**src/rtl/prog_loader.sv**
```systemverilog
// prog_loader: serial program loader for the CPU's instruction RAM.
//
// Receives 8N1 UART bytes on rx (LSB first), parses frames of the form
//   0xA5, LEN, LEN data bytes, CSUM (8-bit sum of the data bytes)
// and emits one RAM write per data byte as it arrives. cpu_hold keeps
// the CPU in reset from the frame header until a frame completes with a
// good checksum; any fault leaves it held and sets the sticky error flag.
//
// Ports:
//   clk      - system clock, rising edge
//   rst      - synchronous active-high reset
//   rx       - asynchronous UART line, idles high
//   wr_en    - one-cycle RAM write strobe
//   wr_addr  - RAM write address (holds between writes)
//   wr_data  - RAM write data (holds between writes)
//   cpu_hold - high while the CPU must stay in reset
//   done     - one-cycle pulse on a successful load
//   error    - sticky protocol/framing/timeout fault flag
module prog_loader #(
    parameter int CLKS_PER_BIT = 434,
    parameter int ADDR_WIDTH   = 4,
    parameter int MEM_DEPTH    = 16,
    parameter int TIMEOUT      = 1000000
) (
    input  logic                  clk,
    input  logic                  rst,
    input  logic                  rx,
    output logic                  wr_en,
    output logic [ADDR_WIDTH-1:0] wr_addr,
    output logic [7:0]            wr_data,
    output logic                  cpu_hold,
    output logic                  done,
    output logic                  error
);
    localparam int CW = $clog2(CLKS_PER_BIT + 1);
    localparam int TW = $clog2(TIMEOUT + 1);
    localparam int NW = ADDR_WIDTH + 1;
    localparam logic [CW-1:0] BIT_END   = CW'(CLKS_PER_BIT);
    localparam logic [CW-1:0] HALF_BIT  = CW'(CLKS_PER_BIT / 2);
    localparam logic [TW-1:0] TIMER_END = TW'(TIMEOUT - 1);
    localparam logic [8:0]    MAX_LEN   = 9'(MEM_DEPTH);
    localparam logic [7:0]    SYNC_BYTE = 8'hA5;

    typedef enum logic [2:0] {RX_IDLE, RX_START, RX_DATA, RX_STOP, RX_WAIT_HIGH} rx_state_t;
    typedef enum logic [1:0] {F_IDLE, F_LEN, F_DATA, F_CSUM} frame_state_t;

    // ---------------- input synchroniser ----------------
    logic [1:0] sync_reg;
    logic [1:0] settle_reg;
    logic       rx_s;

    assign rx_s = sync_reg[1];

    // settle_reg marks when sync_reg[1] holds a real line sample rather
    // than its reset fill, so a line still low after reset is not taken
    // for a start edge.
    always_ff @(posedge clk) begin
        if (rst) begin
            sync_reg   <= 2'b11;
            settle_reg <= 2'b00;
        end else begin
            sync_reg   <= {sync_reg[0], rx};
            settle_reg <= {settle_reg[0], 1'b1};
        end
    end

    // ---------------- UART receiver ----------------
    rx_state_t      rx_state_reg, rx_state_next;
    logic [CW-1:0]  clk_cnt_reg, clk_cnt_next;
    logic [2:0]     bit_cnt_reg, bit_cnt_next;
    logic [7:0]     shift_reg, shift_next;
    logic           armed_reg, armed_next;
    logic           byte_valid_reg, byte_valid_next;
    logic           frame_err_reg, frame_err_next;

    always_ff @(posedge clk) begin
        if (rst) begin
            rx_state_reg   <= RX_IDLE;
            clk_cnt_reg    <= '0;
            bit_cnt_reg    <= '0;
            shift_reg      <= '0;
            armed_reg      <= 1'b0;
            byte_valid_reg <= 1'b0;
            frame_err_reg  <= 1'b0;
        end else begin
            rx_state_reg   <= rx_state_next;
            clk_cnt_reg    <= clk_cnt_next;
            bit_cnt_reg    <= bit_cnt_next;
            shift_reg      <= shift_next;
            armed_reg      <= armed_next;
            byte_valid_reg <= byte_valid_next;
            frame_err_reg  <= frame_err_next;
        end
    end

    // armed_reg: the line has been seen high while idle, so the next low
    // sample is a genuine high-to-low start edge.
    always_comb begin
        rx_state_next   = rx_state_reg;
        clk_cnt_next    = clk_cnt_reg;
        bit_cnt_next    = bit_cnt_reg;
        shift_next      = shift_reg;
        armed_next      = armed_reg;
        byte_valid_next = 1'b0;
        frame_err_next  = 1'b0;
        case (rx_state_reg)
            RX_IDLE: begin
                if (armed_reg && !rx_s) begin
                    rx_state_next = RX_START;
                    clk_cnt_next  = CW'(1);
                    armed_next    = 1'b0;
                end else if (settle_reg[1] && rx_s) begin
                    armed_next = 1'b1;
                end
            end
            RX_START: begin
                if (clk_cnt_reg == HALF_BIT) begin
                    if (rx_s) begin
                        rx_state_next = RX_IDLE;   // glitch, not a start bit
                    end else begin
                        rx_state_next = RX_DATA;
                        clk_cnt_next  = CW'(1);
                        bit_cnt_next  = 3'd0;
                    end
                end else begin
                    clk_cnt_next = clk_cnt_reg + CW'(1);
                end
            end
            RX_DATA: begin
                if (clk_cnt_reg == BIT_END) begin
                    shift_next   = {rx_s, shift_reg[7:1]};
                    clk_cnt_next = CW'(1);
                    if (bit_cnt_reg == 3'd7) begin
                        rx_state_next = RX_STOP;
                    end else begin
                        bit_cnt_next = bit_cnt_reg + 3'd1;
                    end
                end else begin
                    clk_cnt_next = clk_cnt_reg + CW'(1);
                end
            end
            RX_STOP: begin
                if (clk_cnt_reg == BIT_END) begin
                    if (rx_s) begin
                        byte_valid_next = 1'b1;
                        rx_state_next   = RX_IDLE;
                    end else begin
                        frame_err_next = 1'b1;
                        rx_state_next  = RX_WAIT_HIGH;
                    end
                end else begin
                    clk_cnt_next = clk_cnt_reg + CW'(1);
                end
            end
            RX_WAIT_HIGH: begin
                if (rx_s) begin
                    rx_state_next = RX_IDLE;
                end
            end
            default: rx_state_next = RX_IDLE;
        endcase
    end

    // ---------------- frame parser ----------------
    frame_state_t          f_state_reg, f_state_next;
    logic [NW-1:0]         len_reg, len_next;
    logic [NW-1:0]         cnt_reg, cnt_next;
    logic [7:0]            sum_reg, sum_next;
    logic [TW-1:0]         timer_reg, timer_next;
    logic                  wr_en_reg, wr_en_next;
    logic [ADDR_WIDTH-1:0] wr_addr_reg, wr_addr_next;
    logic [7:0]            wr_data_reg, wr_data_next;
    logic                  cpu_hold_reg, cpu_hold_next;
    logic                  done_reg, done_next;
    logic                  error_reg, error_next;

    always_ff @(posedge clk) begin
        if (rst) begin
            f_state_reg  <= F_IDLE;
            len_reg      <= '0;
            cnt_reg      <= '0;
            sum_reg      <= '0;
            timer_reg    <= '0;
            wr_en_reg    <= 1'b0;
            wr_addr_reg  <= '0;
            wr_data_reg  <= '0;
            cpu_hold_reg <= 1'b0;
            done_reg     <= 1'b0;
            error_reg    <= 1'b0;
        end else begin
            f_state_reg  <= f_state_next;
            len_reg      <= len_next;
            cnt_reg      <= cnt_next;
            sum_reg      <= sum_next;
            timer_reg    <= timer_next;
            wr_en_reg    <= wr_en_next;
            wr_addr_reg  <= wr_addr_next;
            wr_data_reg  <= wr_data_next;
            cpu_hold_reg <= cpu_hold_next;
            done_reg     <= done_next;
            error_reg    <= error_next;
        end
    end

    always_comb begin
        f_state_next  = f_state_reg;
        len_next      = len_reg;
        cnt_next      = cnt_reg;
        sum_next      = sum_reg;
        timer_next    = timer_reg;
        wr_en_next    = 1'b0;
        wr_addr_next  = wr_addr_reg;
        wr_data_next  = wr_data_reg;
        cpu_hold_next = cpu_hold_reg;
        done_next     = 1'b0;
        error_next    = error_reg;
        if (frame_err_reg) begin
            // A framing error abandons any frame in progress; hold is kept.
            error_next   = 1'b1;
            f_state_next = F_IDLE;
            timer_next   = '0;
        end else if (byte_valid_reg) begin
            timer_next = '0;
            case (f_state_reg)
                F_IDLE: begin
                    if (shift_reg == SYNC_BYTE) begin
                        f_state_next  = F_LEN;
                        cpu_hold_next = 1'b1;
                        error_next    = 1'b0;
                        cnt_next      = '0;
                        sum_next      = '0;
                    end
                end
                F_LEN: begin
                    if (shift_reg == 8'h00 || {1'b0, shift_reg} > MAX_LEN) begin
                        error_next   = 1'b1;
                        f_state_next = F_IDLE;
                    end else begin
                        len_next     = NW'(shift_reg);
                        f_state_next = F_DATA;
                    end
                end
                F_DATA: begin
                    wr_en_next   = 1'b1;
                    wr_addr_next = cnt_reg[ADDR_WIDTH-1:0];
                    wr_data_next = shift_reg;
                    cnt_next     = cnt_reg + NW'(1);
                    sum_next     = sum_reg + shift_reg;
                    if (cnt_reg + NW'(1) == len_reg) begin
                        f_state_next = F_CSUM;
                    end
                end
                F_CSUM: begin
                    if (shift_reg == sum_reg) begin
                        done_next     = 1'b1;
                        cpu_hold_next = 1'b0;
                    end else begin
                        error_next = 1'b1;
                    end
                    f_state_next = F_IDLE;
                end
                default: f_state_next = F_IDLE;
            endcase
        end else if (f_state_reg != F_IDLE) begin
            // Inter-byte silence inside a frame is bounded.
            if (timer_reg == TIMER_END) begin
                error_next   = 1'b1;
                f_state_next = F_IDLE;
                timer_next   = '0;
            end else begin
                timer_next = timer_reg + TW'(1);
            end
        end else begin
            timer_next = '0;
        end
    end

    assign wr_en    = wr_en_reg;
    assign wr_addr  = wr_addr_reg;
    assign wr_data  = wr_data_reg;
    assign cpu_hold = cpu_hold_reg;
    assign done     = done_reg;
    assign error    = error_reg;
endmodule
```
**config.mk**
```make
export PLATFORM = sky130hd
export DESIGN_NAME = prog_loader
export DESIGN_NICKNAME = d
export VERILOG_FILES = /design/src/rtl/prog_loader.sv
export SDC_FILE = /design/constraint.sdc
export NUM_CORES = 1
export LEC_CHECK = 0
export CAP_MARGIN = 30
export CORE_MARGIN = 3
export CORE_UTILIZATION = 30
export CTS_CLUSTER_SIZE = 14
export DETAILED_ROUTE_END_ITERATION = 12
export PLACE_DENSITY_LB_ADDON = 0.15
export SLEW_MARGIN = 5
export SYNTH_ARGS = -nofsm -noshare
export SYNTH_HDL_FRONTEND = slang
export SYNTH_SLANG_ARGS = --single-unit
```
**constraint.sdc**
```tcl
create_clock -name clk -period 2.1 [get_ports clk]
set_input_delay 0.21 -clock clk [delete_from_list [all_inputs] [get_ports clk]]
set_output_delay 0.21 -clock clk [all_outputs]
set_load 0.01 [all_outputs]
```
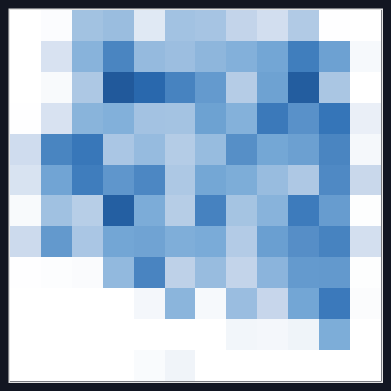
run_1/util_map.png
Drawn at 3 px/um. 12 x 12 tiles, from white (low) to dark blue (high), 0 to 100% covered.
nearly empty tiles: 24%
mean over tiles: 32%
tiles over 75% full: 2.8%
emptiest ninth of the die: lower left
Init Core Util: 31.06%
Final Util: 37.96%
Core Area: 13400 um2

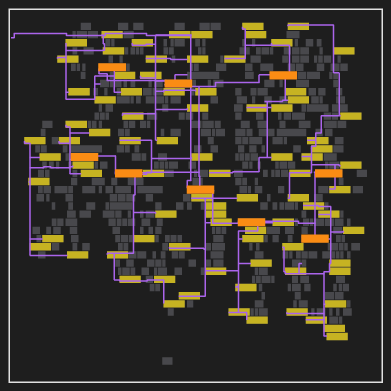
run_1/clock_wires.png
Drawn at 3 px/um.
legend:
  purple:
    item: clock wires
    length: 1260 um
  orange:
    item: clock-net drivers
    count: 9
  yellow:
    item: flip-flops
    count: 86
flops lie: all over the die
routed clock nets: 10
clock-net power: 1.74 mW
Final Skew: 0.007208 ns

==> ci_impl_report.md, run 1 <==
### Flow metrics

| Metric | Value |
|---|---|
| Outcome | complete, no violations |
| Commonest non-fill, non-tap cells in the layout | dfxtp_1 (86), nor2_1 (63), nand2_1 (41), buf_4 (37), a21oi_1 (35) |
| Setup Crit Path Kind | register to register |
| OpenROAD warning count | 28 |
| Final period util | 95.33% |
| Seq area share | 33.85% |
| Combinational share of cell area | 45.98% |
| Dominant flop cell | dfxtp_1 |
| Clock root buffer | clkbuf_16 |
| First-pass GRT wire length | 16290 um |
| FFs w/ async S/R, synth | 0% |
| Vias per cell | 5.039 |
| Die ar. | 15330 um2 |
| Reg2reg setup slack | 0.1 ns |
| Type of origin of the critical path | register |
| Congestion Overflow GR | 0 |
| Met3 wire length | 320 um |
| Design area | 5086 um2 |
| Final Max Tran Viols | 0 |
| Hold depth | 2 |
| Io pins | 19 |
| Crit path to | error$_SDFFE_PP0P_ |
| Critical Path AT | 2.22 ns |
| Worst-path cell chain | ha_1 > or3_1 > o41ai_4 > a211oi_2 > nor4b_2 > a211oi_1 |
| Initial antenna violation count | 0 |
| Maxcap violations | 0 |
| Clock-pin slew on the worst setup and hold paths | 0.06 ns |
| Critical Path Source | shift_reg[2]$_SDFFE_PP0P_ |
| Top power group | the clock network |
| Max reg flops | 20 |
| FA/HA/MAJ Cells, Area Fraction | 4.689% |
| H-tree depth | 3 |
| Fmax | 499.5 MHz |
| Reg-to-reg startpoint | shift_reg[2]$_SDFFE_PP0P_ |
| Power Internal | 2.706 mW |
| AND/OR/NAND/NOR Cells, Area Fraction | 26.60% |
| Final Hold Vio Count | 0 |
| Layout fillers | 1369 |
| Area delta synth->final | 22.18% |
| R2R depth | 6 |
| Port bufs | 18 |
| Number of non-clock buffers | 55 |
| CLK BUF | 9 |
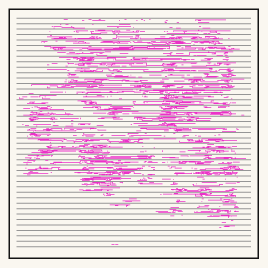
run_1/m1.png
Drawn at 2 px/um. Supply wires on this layer in gray.
main direction: horizontal
share of all routed wire: 50%
grt met1 use: 18.32%
Routed WL: 9903 um
vias post-DR: 3522

run_1/m3.png
Drawn at 4 px/um.
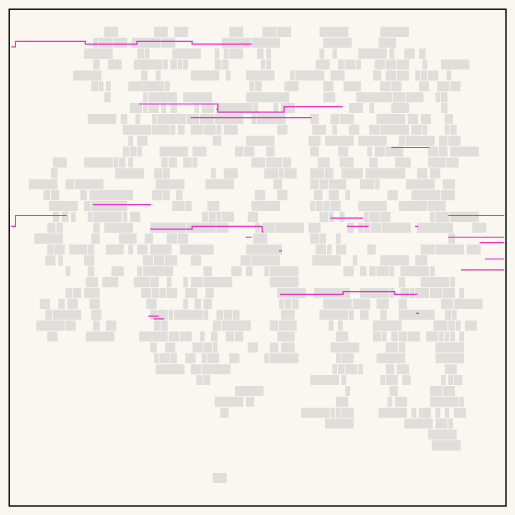

## Run 2: what changed since run 1
--- a/config.mk
+++ b/config.mk
@@ -10,6 +10,7 @@
 export CORE_UTILIZATION = 30
 export CTS_CLUSTER_SIZE = 14
 export DETAILED_ROUTE_END_ITERATION = 12
+export GPL_TIMING_DRIVEN = 0
 export PLACE_DENSITY_LB_ADDON = 0.15
 export SLEW_MARGIN = 5
 export SYNTH_ARGS = -nofsm -noshare
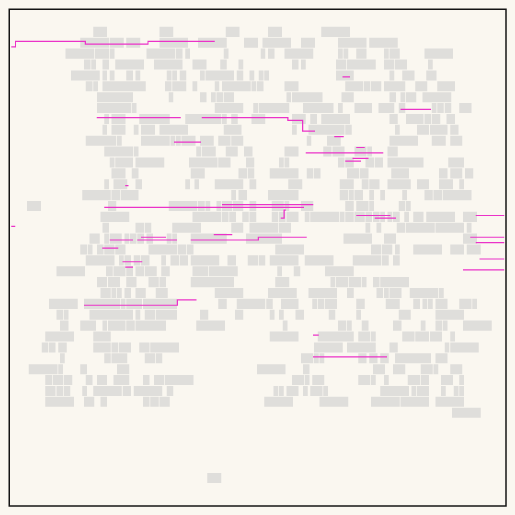
run_2/m3.png
Drawn at 4 px/um.
share of all routed wire: 4.0%
wire length on this layer: 392 um
vias post-DR: 3442
met3 usage: 3.996%
Routed WL: 9715 um

==> ci_impl_report.md, run 2 <==
### Flow metrics

| Metric | Value |
|---|---|
| First-pass GRT wire length | 15980 um |
| Reg2reg setup slack | 0.002 ns |
| Layout fillers | 1381 |
| Type of origin of the critical path | register |
| Clock-net power | 1.82 mW |
| Number of non-clock buffers | 41 |
| Vias per cell | 5.025 |
| OpenROAD warning count | 29 |
| Reg-to-reg startpoint | shift_reg[2]$_SDFFE_PP0P_ |
| Area delta synth->final | 18.76% |
| Core Area | 13400 um2 |
| Final period util | 99.91% |
| Outcome | complete, no violations |
| R2R depth | 6 |
| FA/HA/MAJ Cells, Area Fraction | 4.689% |
| Hold depth | 1 |
| Critical Path AT | 2.31 ns |
| Maxcap violations | 0 |
| Dominant flop cell | dfxtp_1 |
| Setup Crit Path Kind | register to register |
| Critical Path Source | shift_reg[2]$_SDFFE_PP0P_ |
| Congestion Overflow GR | 0 |
| Init Core Util | 31.06% |
| Max reg flops | 20 |
| Power Internal | 2.810 mW |
| Final Skew | 0.004426 ns |
| Crit path to | error$_SDFFE_PP0P_ |
| Grt met1 use | 19.68% |
| Final Hold Vio Count | 0 |
run_2/m1.png
Drawn at 2 px/um. Supply wires on this layer in gray.
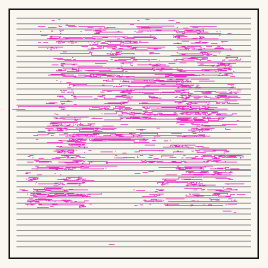

## Run 3: what changed since run 2
--- a/config.mk
+++ b/config.mk
@@ -8,10 +8,11 @@
 export CAP_MARGIN = 30
 export CORE_MARGIN = 3
 export CORE_UTILIZATION = 30
-export CTS_CLUSTER_SIZE = 14
+export CTS_CLUSTER_SIZE = 8
 export DETAILED_ROUTE_END_ITERATION = 12
 export GPL_TIMING_DRIVEN = 0
 export PLACE_DENSITY_LB_ADDON = 0.15
+export SKIP_CTS_REPAIR_TIMING = 1
 export SLEW_MARGIN = 5
 export SYNTH_ARGS = -nofsm -noshare
 export SYNTH_HDL_FRONTEND = slang
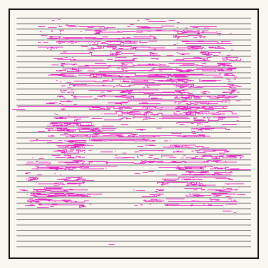
run_3/m1.png
Drawn at 2 px/um. Supply wires on this layer in gray.
share of all routed wire: 52%
longest straight run: 42.3 um
main direction: horizontal
vias post-DR: 3426
grt met1 use: 19.66%
Routed WL: 9744 um

==> ci_impl_report.md, run 3 <==
### Flow metrics

| Metric | Value |
|---|---|
| FA/HA/MAJ Cells, Area Fraction | 4.689% |
| Design area | 5015 um2 |
| H-tree depth | 3 |
| Fmax | 490.1 MHz |
| First-pass GRT wire length | 15950 um |
| Clock root buffer | clkbuf_16 |
| Power Internal | 2.806 mW |
| Final Skew | 0.004754 ns |
| Top power group | the clock network |
| Die ar. | 15330 um2 |
| Commonest non-fill, non-tap cells in the layout | dfxtp_1 (77), nor2_1 (63), nand2_1 (41), a21oi_1 (35), clkdlybuf4s50_1 (17) |
| Reg-to-reg startpoint | shift_reg[1]$_SDFFE_PP0P_ |
| Congestion Overflow GR | 0 |
| FFs w/ async S/R, synth | 0% |
| Critical Path AT | 2.25 ns |
| Outcome | complete, no violations |
| Clock-net power | 1.82 mW |
| Setup Crit Path Kind | register to register |
| Dominant flop cell | dfxtp_1 |
| Port bufs | 17 |
| Vias per cell | 5.009 |
| Clock-pin slew on the worst setup and hold paths | 0.06 ns |
| Layout fillers | 1372 |
| Type of origin of the critical path | register |
| Final Max Tran Viols | 0 |
| Initial antenna violation count | 0 |
| CLK BUF | 9 |
| AND/OR/NAND/NOR Cells, Area Fraction | 26.60% |
| OpenROAD warning count | 29 |
| Max reg flops | 20 |
| Crit path to | error$_SDFFE_PP0P_ |
| Worst-path cell chain | ha_4 > or4_4 > o41ai_2 > a211oi_1 > nor4b_1 > a211oi_1 |
| Met3 wire length | 430 um |
| Number of non-clock buffers | 40 |
No activity file was given, so power comes from the tool's default toggle rates.
